<file path="config.mk">
export PLATFORM = sky130hd
export DESIGN_NAME = mem_arbiter
export DESIGN_NICKNAME = d
export VERILOG_FILES = /design/src/rtl/mem_arb_pkg.sv /design/src/rtl/mem_arb_pick.sv /design/src/rtl/mem_arbiter.sv
export SDC_FILE = /design/constraint.sdc
export NUM_CORES = 1
export LEC_CHECK = 0
export CELL_PAD_IN_SITES_DETAIL_PLACEMENT = 0
export CELL_PAD_IN_SITES_GLOBAL_PLACEMENT = 2
export CORE_AREA = 2 2 618 620
export DETAILED_ROUTE_END_ITERATION = 10
export DIE_AREA = 0 0 620 622
export PLACE_DENSITY = 0.46
export SLEW_MARGIN = 20
export SYNTH_ARGS = -nofsm -noshare
export SYNTH_HDL_FRONTEND = slang
export SYNTH_HIERARCHICAL = 1
export SYNTH_SLANG_ARGS = --single-unit
</file>
<file path="constraint.sdc">
create_clock -name clk -period 3.2 [get_ports clk]
set_input_delay 0.64 -clock clk [delete_from_list [all_inputs] [get_ports clk]]
set_output_delay 0.64 -clock clk [all_outputs]
set_load 0.03 [all_outputs]
</file>
<file path="src/rtl/mem_arb_pkg.sv">
// Shared types and default widths for the two-port memory arbiter.
// Build option MEM_ARB_RR_EN selects round-robin tie-break (see mem_arb_pick).
package mem_arb_pkg;

    localparam int unsigned DATA_W = 256;
    localparam int unsigned ADDR_W = 8;
    localparam int unsigned CNT_W  = 4;

    typedef enum logic [1:0] {
        IDLE  = 2'd0,
        ISSUE = 2'd1,
        WAIT  = 2'd2,
        RESP  = 2'd3
    } arbState_e;

    typedef enum logic {
        PORT_A = 1'b0,
        PORT_B = 1'b1
    } portId_e;

endpackage

</file>
<file path="src/rtl/mem_arb_pick.sv">
// Combinational winner selection between port A and port B.
// MEM_ARB_RR_EN defined: round-robin on ties; undefined: A has fixed priority.
module mem_arb_pick
    import mem_arb_pkg::*;
(
    input  logic    aReq,
    input  logic    bReq,
    input  portId_e lastGrant,
    output logic    grantValid,
    output portId_e grantId
);

`ifdef MEM_ARB_RR_EN
    // On a tie the port that was not served last goes next.
    always_comb begin
        grantValid = aReq | bReq;
        grantId    = PORT_A;
        if (aReq && bReq) begin
            grantId = (lastGrant == PORT_A) ? PORT_B : PORT_A;
        end else if (bReq) begin
            grantId = PORT_B;
        end
    end
`else
    // Fixed priority: lastGrant is kept in the top for the RR build only.
    logic unusedLastGrant;
    assign unusedLastGrant = lastGrant;

    always_comb begin
        grantValid = aReq | bReq;
        grantId    = PORT_A;
        if (!aReq && bReq) begin
            grantId = PORT_B;
        end
    end
`endif

endmodule

</file>
<file path="src/rtl/mem_arbiter.sv">
// Two-port arbiter/sequencer for the shared data memory: one access at a time,
// single-cycle enable, fixed MEM_LAT wait, then a one-cycle ack to the winner.
// Tie-break policy chosen by MEM_ARB_RR_EN (round-robin) or fixed A priority.
module mem_arbiter #(
    parameter int unsigned DATA_W  = mem_arb_pkg::DATA_W,
    parameter int unsigned ADDR_W  = mem_arb_pkg::ADDR_W,
    parameter int unsigned MEM_LAT = 1
) (
    input  logic              clk,
    input  logic              rstN,
    input  logic              aReq,
    input  logic              aRW,
    input  logic [ADDR_W-1:0] aAddr,
    input  logic [DATA_W-1:0] aWData,
    output logic              aAck,
    output logic [DATA_W-1:0] aRData,
    input  logic              bReq,
    input  logic              bRW,
    input  logic [ADDR_W-1:0] bAddr,
    input  logic [DATA_W-1:0] bWData,
    output logic              bAck,
    output logic [DATA_W-1:0] bRData,
    output logic              memEN,
    output logic              memRW,
    output logic [ADDR_W-1:0] memAddr,
    output logic [DATA_W-1:0] toMemBus,
    input  logic [DATA_W-1:0] memBus,
    output logic              busy
);

    import mem_arb_pkg::*;

    arbState_e        state;
    arbState_e        stateNext;
    portId_e          winner;
    portId_e          winnerNext;
    portId_e          lastGrant;
    portId_e          lastGrantNext;
    logic [CNT_W-1:0] cnt;
    logic [CNT_W-1:0] cntNext;

    logic              memENNext;
    logic              memRWNext;
    logic [ADDR_W-1:0] memAddrNext;
    logic [DATA_W-1:0] toMemBusNext;
    logic [DATA_W-1:0] aRDataNext;
    logic [DATA_W-1:0] bRDataNext;
    logic              aAckNext;
    logic              bAckNext;
    logic              busyNext;

    logic              grantValid;
    portId_e           grantId;

    mem_arb_pick uPick (
        .aReq       (aReq),
        .bReq       (bReq),
        .lastGrant  (lastGrant),
        .grantValid (grantValid),
        .grantId    (grantId)
    );

    // State and every output are registered; next values come from the block below.
    always_ff @(posedge clk or negedge rstN) begin
        if (!rstN) begin
            state     <= IDLE;
            winner    <= PORT_A;
            lastGrant <= PORT_B;
            cnt       <= '0;
            memEN     <= 1'b0;
            memRW     <= 1'b0;
            memAddr   <= '0;
            toMemBus  <= '0;
            aRData    <= '0;
            bRData    <= '0;
            aAck      <= 1'b0;
            bAck      <= 1'b0;
            busy      <= 1'b0;
        end else begin
            state     <= stateNext;
            winner    <= winnerNext;
            lastGrant <= lastGrantNext;
            cnt       <= cntNext;
            memEN     <= memENNext;
            memRW     <= memRWNext;
            memAddr   <= memAddrNext;
            toMemBus  <= toMemBusNext;
            aRData    <= aRDataNext;
            bRData    <= bRDataNext;
            aAck      <= aAckNext;
            bAck      <= bAckNext;
            busy      <= busyNext;
        end
    end

    // Next-state and next-output decode; pulses default low, data paths hold.
    always_comb begin
        stateNext     = state;
        winnerNext    = winner;
        lastGrantNext = lastGrant;
        cntNext       = cnt;
        memENNext     = 1'b0;
        memRWNext     = memRW;
        memAddrNext   = memAddr;
        toMemBusNext  = toMemBus;
        aRDataNext    = aRData;
        bRDataNext    = bRData;
        aAckNext      = 1'b0;
        bAckNext      = 1'b0;

        case (state)
            IDLE: begin
                if (grantValid) begin
                    winnerNext = grantId;
                    if (grantId == PORT_A) begin
                        memRWNext    = aRW;
                        memAddrNext  = aAddr;
                        toMemBusNext = aWData;
                    end else begin
                        memRWNext    = bRW;
                        memAddrNext  = bAddr;
                        toMemBusNext = bWData;
                    end
                    memENNext = 1'b1;
                    stateNext = ISSUE;
                end
            end
            ISSUE: begin
                cntNext   = CNT_W'(MEM_LAT);
                stateNext = WAIT;
            end
            WAIT: begin
                cntNext = cnt - CNT_W'(1);
                // Last wait cycle: memory data is valid, capture it with the ack.
                if (cnt == CNT_W'(1)) begin
                    if (memRW) begin
                        if (winner == PORT_A) begin
                            aRDataNext = memBus;
                        end else begin
                            bRDataNext = memBus;
                        end
                    end
                    if (winner == PORT_A) begin
                        aAckNext = 1'b1;
                    end else begin
                        bAckNext = 1'b1;
                    end
                    stateNext = RESP;
                end
            end
            RESP: begin
                lastGrantNext = winner;
                stateNext     = IDLE;
            end
            default: begin
                stateNext = IDLE;
            end
        endcase

        busyNext = (stateNext != IDLE);
    end

endmodule

</file>
Figure 1. Clock wires, drivers and flops (run 1).
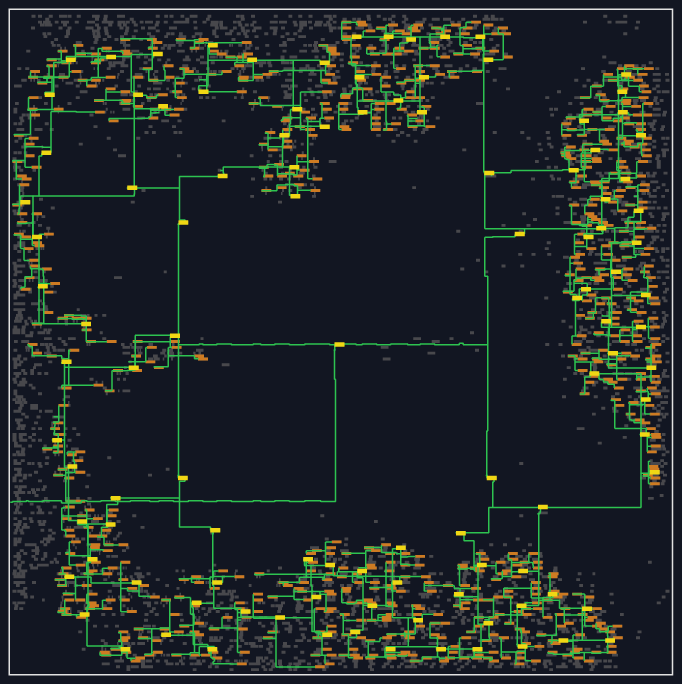
- flip-flops: orange (count 788)
- clock drivers: yellow (count 109)
- clock wires: green (length 16,000 um)
- flops lie: all over the die
- routed clock nets: 110
Clk. pwr: 12.1 mW
Clock Latency Late Sink: 0.86 ns

Figure 2. Cell placement (run 1).
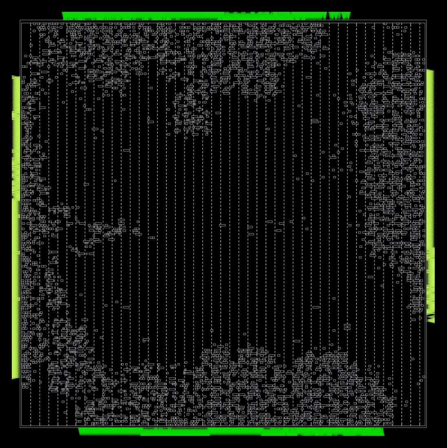
# rows: 226
final core utilization: 0.154
Tapcells: 5,016
flip-flops: 788
fraction of area in registers: 0.339

Figure 3. Floorplan with the power grid (run 1).
Pins as bars on the die edge. Tap cells in gray.
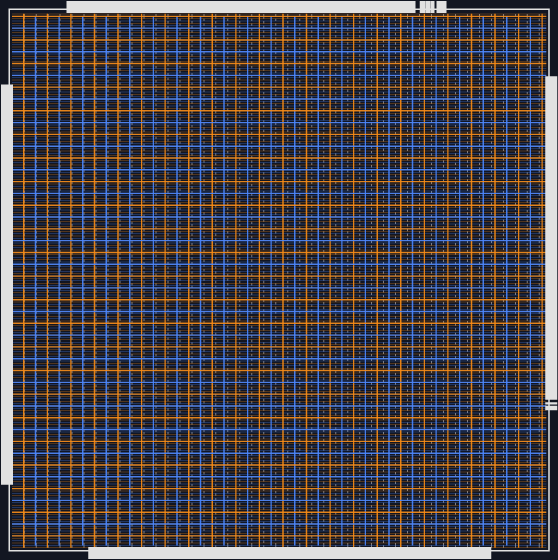
- VSS: orange
- VDD: blue
- signal pins: 1,571
- tap cells: 5,016
- met1 rails: 227
chip height: 622 um
die width: 620 um
Max rail drop VDD: 0.000466 V

==> impl_metrics.csv, run 1 <==
group,metric,value,unit
cts,post_cts_buffers,0,
route,met3WireLength,23.6,mm
critical_path,cpMaxStageDelayCell,"clkdlybuf4s50_1",
min_path,hold_depth,2,
final_layout,fin_nets,4719,
route,drtAntennaViolNets,0,
final_layout,finalNonFillerCells,9020,
final_layout,largest_class,"sequential cells",
sta,post-route-min-period,2.89,ns
min_path,min_from,"memBus[133]",
power,top_power_group,"combinational logic",
floorplanning,die_area,386000,um2
sta,final_hold_viol_count,0,
critical_path,start_kind,"flip-flop",
route,remaining_drc_errors,0,
floorplanning,core,378000,um2
sta,holdWs,0.426,ns
sta,fin_tns_setup,0,ns
grt,grt_pass1_vias,27200,
grt,grt_pass1_wl,320,mm
route,dr.pass1.iters,5,
flow_run,cap_violations,0,
final_layout,lay_top_count,"clkdlybuf4s50_1",
grt,grt_busiest_layer,"met2",
sta,max_slew_margin,0.331,
critical_path,critPathLaunch,"toMemBus[90]",
grt,met3_usage,0.0526,
flow_run,warnings,29,
final_layout,lay_top_cells,"clkdlybuf4s50_1 (1,537), dfrtp_1 (788), mux2_2 (313)",
final_layout,num-nonclk-inverters,5,
cts,cts_resized,0,
synth,synthCells,2278,
route,met1_length,91.5,mm
power,swShare,0.448,
synth,yosys_warnings,6,
power,p_clk_frac,0.183,
final_layout,logic_gates,1338,
route,dr_wl_met2,135,mm
grt,use_met2,0.240,
cts,cts_buffers,109,
power,comb_power_share,0.538,
grt,antenna_found_initial,133,
power,p_int,36.7,mW
final_layout,flop_area,19700,um2
power,seq-power,18.5,mW
power,finalPower,66.5,mW
critical_path,cp-end-kind,"output pin",
cts,cts_tree,"yes",
final_layout,logic_area,11700,um2
grt,grt_start_max_net_pins,70,
cts,cts_sinks,788,
critical_path,cp.depth,1,
power,pwr-share-seq,0.279,
sta,tightest_slew,1.00,ns
sta,setup_viol,0,
power,cellPowerDensity,1140,nW/um2
min_path,hold_path_class,"input port to flip-flop",
sta,maxSlewViolCount,0,
cts,cts_buffer_depth,4,
cts,postCtsHoldBufs,1,
place,post-dp-hpwl,222,mm
power,switchingPower,29.8,mW
place,post-place-ws,0.389,ns
route,vias_per_cell,2.89,
sta,fin_worst_skew,0.0594,ns
synth,avgSynthCellArea,14.2,um2
final_layout,num-clock-buffers,158,
power,p_leak,22.4,nW
cts,cts.htree.levels,3,
floorplanning,pin_count,1571,
synth,fp_nets,3073,
synth,synth_area,32300,um2
critical_path,required,2.56,ns
final_layout,drive_gt1_frac,0.206,
critical_path,r2r_slack,0.45,ns
place,place_area,54700,um2
critical_path,worstRegToRegCells,7,
critical_path,path_delay_family,"buffers and inverters",
sta,rsz0062_at_grt,"false",
grt,track_usage,0.128,
run_status,status,"completed",
route,drt_iter0_drc,1178,
route,wl,256,mm
min_path,hold_end,"bRData[133]",
place,place_inst,8828,
grt,met1_usage,0.133,
route,post_drt_wl_per_cell,28.4,um
grt,overflow,0,
final_layout,largestRegisters,"aRData (256), bRData (256), toMemBus (256)",
critical_path,path_buffers,1,
place,port_buffers,1570,
critical_path,endpoint,"toMemBus[90]",
sta,finalCritPeriodShare,0.903,
final_layout,signal_buffers,1682,
sta,max_freq,0.346,GHz
final_layout,area_growth,79.9,%
critical_path,cp_cell_sequence,"clkdlybuf4s50_1",
sta,setup_slack,0.312,ns
critical_path,cp.arrival,2.25,ns
critical_path,cpPeakStageDelay,1.11,ns
Figure 4. Metal 2 (run 1).
Scale bar: 200 um.
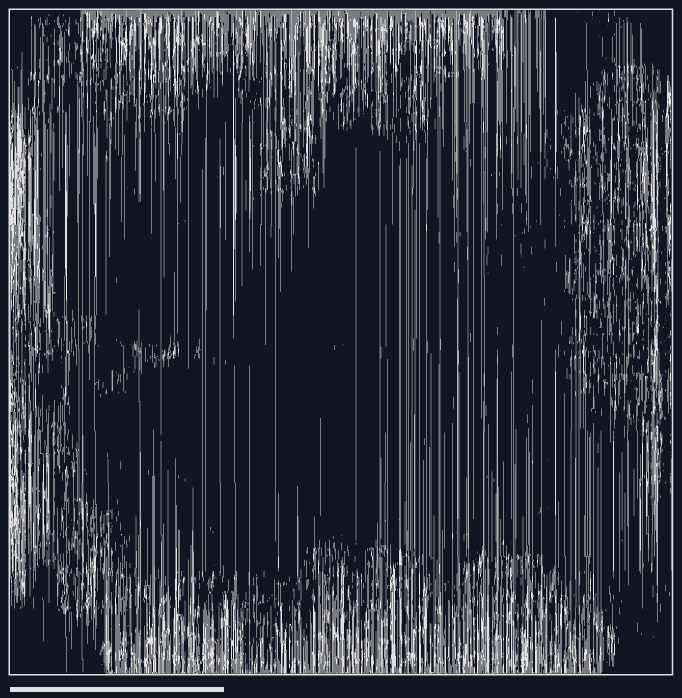

==> run 2: changes to the inputs <==
MAX_ROUTING_LAYER = met4   (was not set)
Figure 5. Metal 2 (run 2).
Scale bar: 200 um.
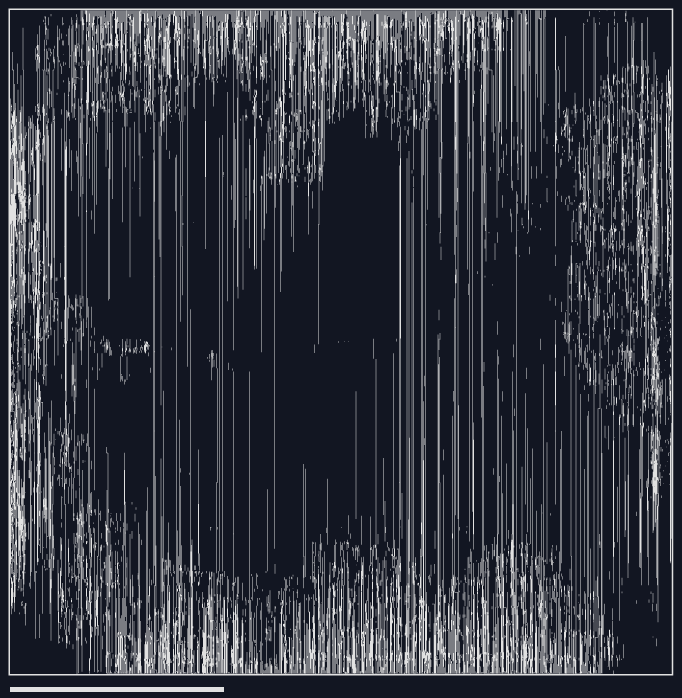
- share of all routed wire: 53%
- nets with wire on the layer: 4,321
- wire length on this layer: 136 mm
- main direction: vertical
- longest straight run: 510 um
final wirelength: 257 mm
DR vias: 26,100
GR Util met2: 0.243

==> run 2 against run 1 <==
Effect of this change: non-clock buffer count up 6; global-route usage up 0.46 points; area after synthesis unchanged.
==> impl_metrics.csv, run 2 <==
group,metric,value,unit
route,drtAntennaViolNets,0,
power,p_clk,12.6,mW
final_layout,finalNonFillerCells,9062,
floorplanning,rows,226,
final_layout,final_util,0.155,
floorplanning,die.size.y,622,um
floorplanning,die_area,386000,um2
route,drt_iter0_drc,1313,
min_path,hold_path_class,"input port to flip-flop",
critical_path,endpoint,"toMemBus[89]",
final_layout,drive_gt1_frac,0.210,
final_layout,largest_class,"sequential cells",
critical_path,cp.depth,1,
power,seq-power,18.5,mW
synth,synthCells,2278,
sta,maxSlewViolCount,0,
synth,synth_area,32300,um2
grt,grt_pass1_vias,27800,
place,place_inst,8834,
place,place_area,54800,um2
synth,yosys_warnings,6,
cts,clock_latency,0.82,ns
power,p_clk_frac,0.189,
final_layout,area_growth,80.8,%
critical_path,cpMaxStageDelayCell,"clkdlybuf4s50_1",
cts,cts_buffer_depth,4,
sta,final_hold_viol_count,0,
final_layout,logic_gates,1338,
grt,track_usage,0.133,
synth,avgSynthCellArea,14.2,um2
critical_path,start_kind,"flip-flop",
final_layout,lay_top_cells,"clkdlybuf4s50_1 (1,538), dfrtp_1 (788), mux2_2 (313)",
sta,finalCritPeriodShare,0.902,
cts,post_cts_buffers,0,
sta,max_slew_margin,0.382,
critical_path,cp.arrival,2.25,ns
final_layout,largestRegisters,"aRData (256), bRData (256), toMemBus (256)",
power,comb_power_share,0.535,
critical_path,r2r_slack,0.61,ns
critical_path,cpPeakStageDelay,1.10,ns
power,pwr-share-seq,0.277,
synth,fp_nets,3073,
cts,cts_sinks,788,
power,p_int,37.0,mW
route,dr_wl_met2,136,mm
power,switchingPower,29.9,mW
route,met1_length,92.7,mm
grt,grt_start_max_net_pins,69,
power,p_leak,22.5,nW
min_path,hold_end,"bRData[142]",
sta,setup_slack,0.312,ns
grt,met3_usage,0.0504,
floorplanning,die_w,620,um
critical_path,path_delay_family,"buffers and inverters",
final_layout,seq_area_frac,0.337,
cts,cts_tree,"yes",
grt,overflow,0,
critical_path,worstRegToRegCells,7,
final_layout,lay_top_count,"clkdlybuf4s50_1",
final_layout,flop_area,19700,um2
sta,post-route-min-period,2.89,ns
place,port_buffers,1570,
critical_path,cp-end-kind,"output pin",
route,post_drt_wl_per_cell,28.3,um
cts,cts_resized,0,
cts,cts_buffers,110,
critical_path,required,2.56,ns
run_status,status,"completed",
power,finalPower,66.9,mW
floorplanning,pin_count,1571,
route,vias_per_cell,2.89,
sta,tightest_slew,0.925,ns
final_layout,num-clock-buffers,152,
power,max-vdd-ir-drop,0.000542,V
Figure 6. Cell classes on the final placement (run 2).
Scale bar: 200 um. Fill, decap, tap and diode cells in gray.
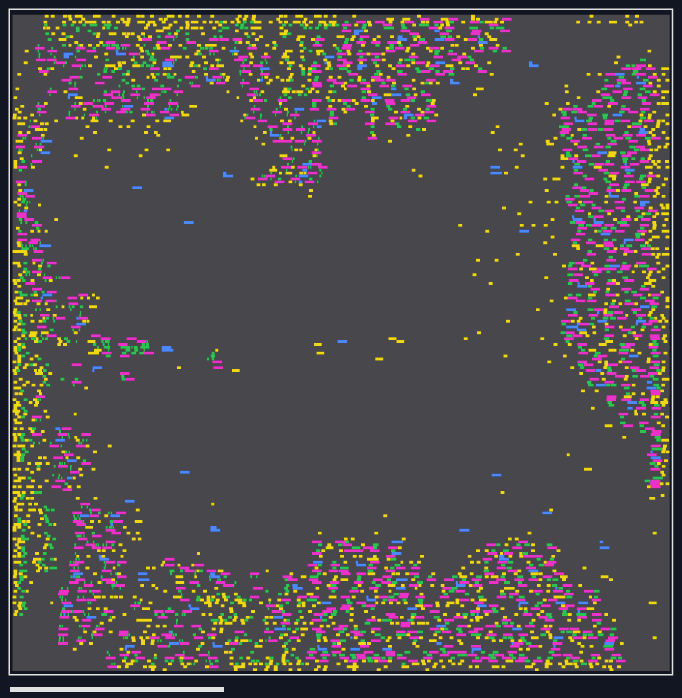
- flops: magenta (cells 788; share of their area 38%)
- other buffers and delay cells: yellow (cells 1,688; share of their area 33%)
- clock drivers and dummy loads: blue (cells 195; share of their area 6.9%)
- combinational and other logic: green (cells 1,343; share of their area 23%)

Figure 7. Cell placement (run 2).
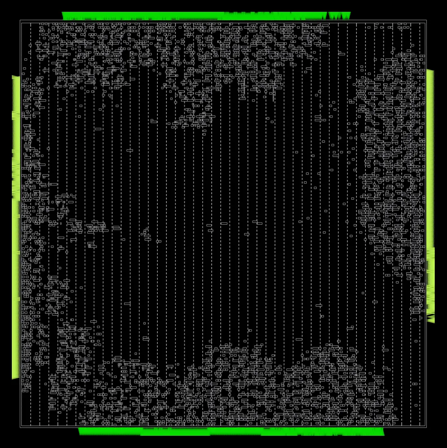

==> run 3: changes to the inputs <==
CELL_PAD_IN_SITES_DETAIL_PLACEMENT = 2   (was 0)
Figure 8. Cell placement (run 3).
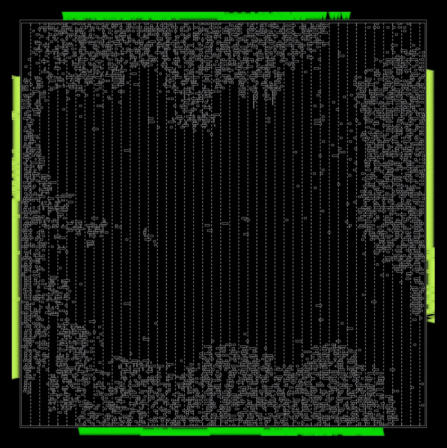
core area: 378,000 um2
fraction of area in registers: 0.337
final core utilization: 0.155
final cell count without fillers: 9,066

==> run 3 against run 2 <==
Effect of this change: setup slack worse by 0.0060 ns; first-iteration DRC count fell by 17%; critical path depth unchanged; die area unchanged; global-route usage up 0.32 points; sequential share of layout area is essentially flat; area after synthesis is the same; via count grew 1.6%; largest cell class unchanged.
==> impl_metrics.csv, run 3 <==
group,metric,value,unit
route,dr_wl_met2,140,mm
critical_path,path_buffers,1,
floorplanning,die_area,386000,um2
place,place_area,54800,um2
critical_path,r2r_slack,0.57,ns
cts,cts_buffer_depth,4,
min_path,hold_path_class,"input port to flip-flop",
synth,avgSynthCellArea,14.2,um2
floorplanning,pin_count,1571,
power,finalPower,67.4,mW
power,p_clk_frac,0.190,
grt,met1_usage,0.135,
grt,met3_usage,0.0529,
final_layout,signal_buffers,1688,
final_layout,fin_nets,4728,
place,port_buffers,1570,
floorplanning,rows,226,
cts,cts_tree,"yes",
route,drtAntennaViolNets,0,
grt,antenna_found_initial,130,
power,comb_power_share,0.534,
cts,clock_latency,0.85,ns
synth,yosys_warnings,6,
cts,cts_root_buffer,"clkbuf_16",
synth,synth_area,32300,um2
sta,final_hold_viol_count,0,
critical_path,start_kind,"flip-flop",
power,seq-power,18.6,mW
sta,maxSlewViolCount,0,
sta,setup_slack,0.306,ns
place,post-place-ws,0.407,ns
place,place_inst,8834,
route,vias,26600,
critical_path,cp_max_fo,2,
critical_path,cpMaxStageDelayCell,"clkdlybuf4s50_1",
final_layout,drive_gt1_frac,0.210,
final_layout,final_cell_area,58500,um2
final_layout,logic_area,11700,um2
critical_path,required,2.56,ns
final_layout,num-clock-buffers,151,
power,p_int,37.2,mW
floorplanning,die.size.y,622,um
critical_path,path_delay_family,"buffers and inverters",
final_layout,largest_class,"sequential cells",
final_layout,largestRegisters,"aRData (256), bRData (256), toMemBus (256)",
cts,post_cts_buffers,0,
route,drt_iter0_drc,1093,
cts,cts_buffers,112,
sta,holdWs,0.426,ns
route,met1_length,93.6,mm
place,gp_congestion,0.863,
grt,grt_start_max_net_pins,69,
final_layout,lay_top_cells,"clkdlybuf4s50_1 (1,538), dfrtp_1 (788), mux2_2 (313)",
grt,overflow,0,
min_path,hold_end,"aRData[134]",
sta,max_freq,0.346,GHz
critical_path,worstRegToRegCells,7,
grt,track_usage,0.136,
cts,cts.clk_slew.worst_paths,0.06,ns
cts,cts.htree.levels,3,
final_layout,clk_share,0.0630,
final_layout,flop_area,19700,um2
critical_path,cpPeakStageDelay,0.90,ns
sta,post-route-min-period,2.89,ns
run_status,status,"completed",
route,wl,262,mm
cts,cts_sinks,788,
power,pwr-share-seq,0.276,
final_layout,area_growth,81.0,%
critical_path,timing.rr.start,"state[0]",
flow_run,cap_violations,0,
grt,use_met2,0.249,
power,swShare,0.449,
power,cellPowerDensity,1150,nW/um2
critical_path,cp-end-kind,"output pin",
sta,tightest_slew,0.901,ns
route,post_drt_wl_per_cell,28.9,um
route,vias_per_cell,2.93,
sta,max_slew_margin,0.397,
grt,grt_pass1_wl,332,mm
critical_path,cp.depth,1,
floorplanning,die_w,620,um
final_layout,logic_gates,1338,
critical_path,cp_cell_sequence,"clkdlybuf4s50_1",
cts,cts_resized,0,
sta,finalCritPeriodShare,0.904,
critical_path,endpoint,"aRData[233]",
final_layout,seq_cell_count,788,
final_layout,lay_top_count,"clkdlybuf4s50_1",
power,p_leak,22.5,nW
final_layout,fill_cells,42800,
critical_path,cp.arrival,2.25,ns
power,switchingPower,30.3,mW
synth,synthCells,2278,
power,max-vdd-ir-drop,0.000494,V
synth,fp_nets,3073,
sta,fin_tns_setup,0,ns
grt,grt_pass1_vias,29400,
Figure 9. Clock wires, drivers and flops (run 3).
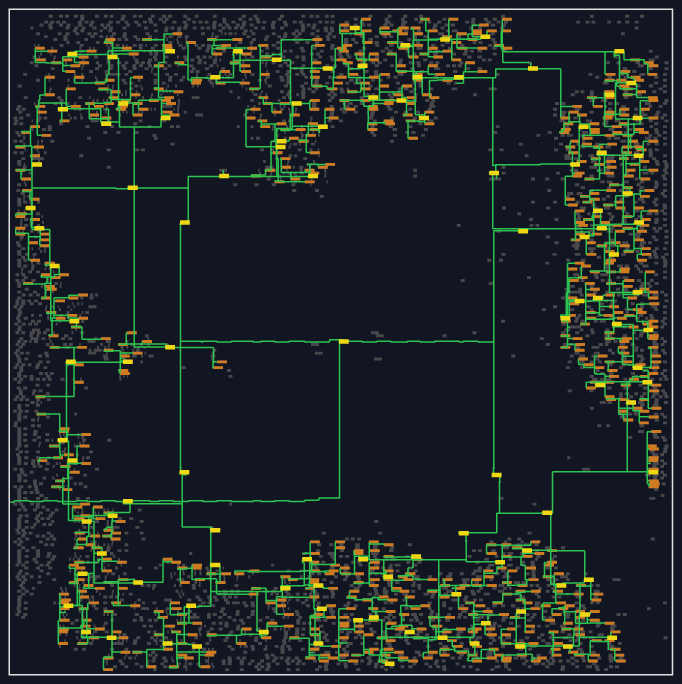
- clock drivers: yellow (count 112)
- flip-flops: orange (count 788)
- clock wires: green (length 16,400 um)
- flops lie: all over the die
Worst Skew: 0.0848 ns
Clk. pwr: 12.8 mW

No activity file was given, so power comes from the tool's default toggle rates.
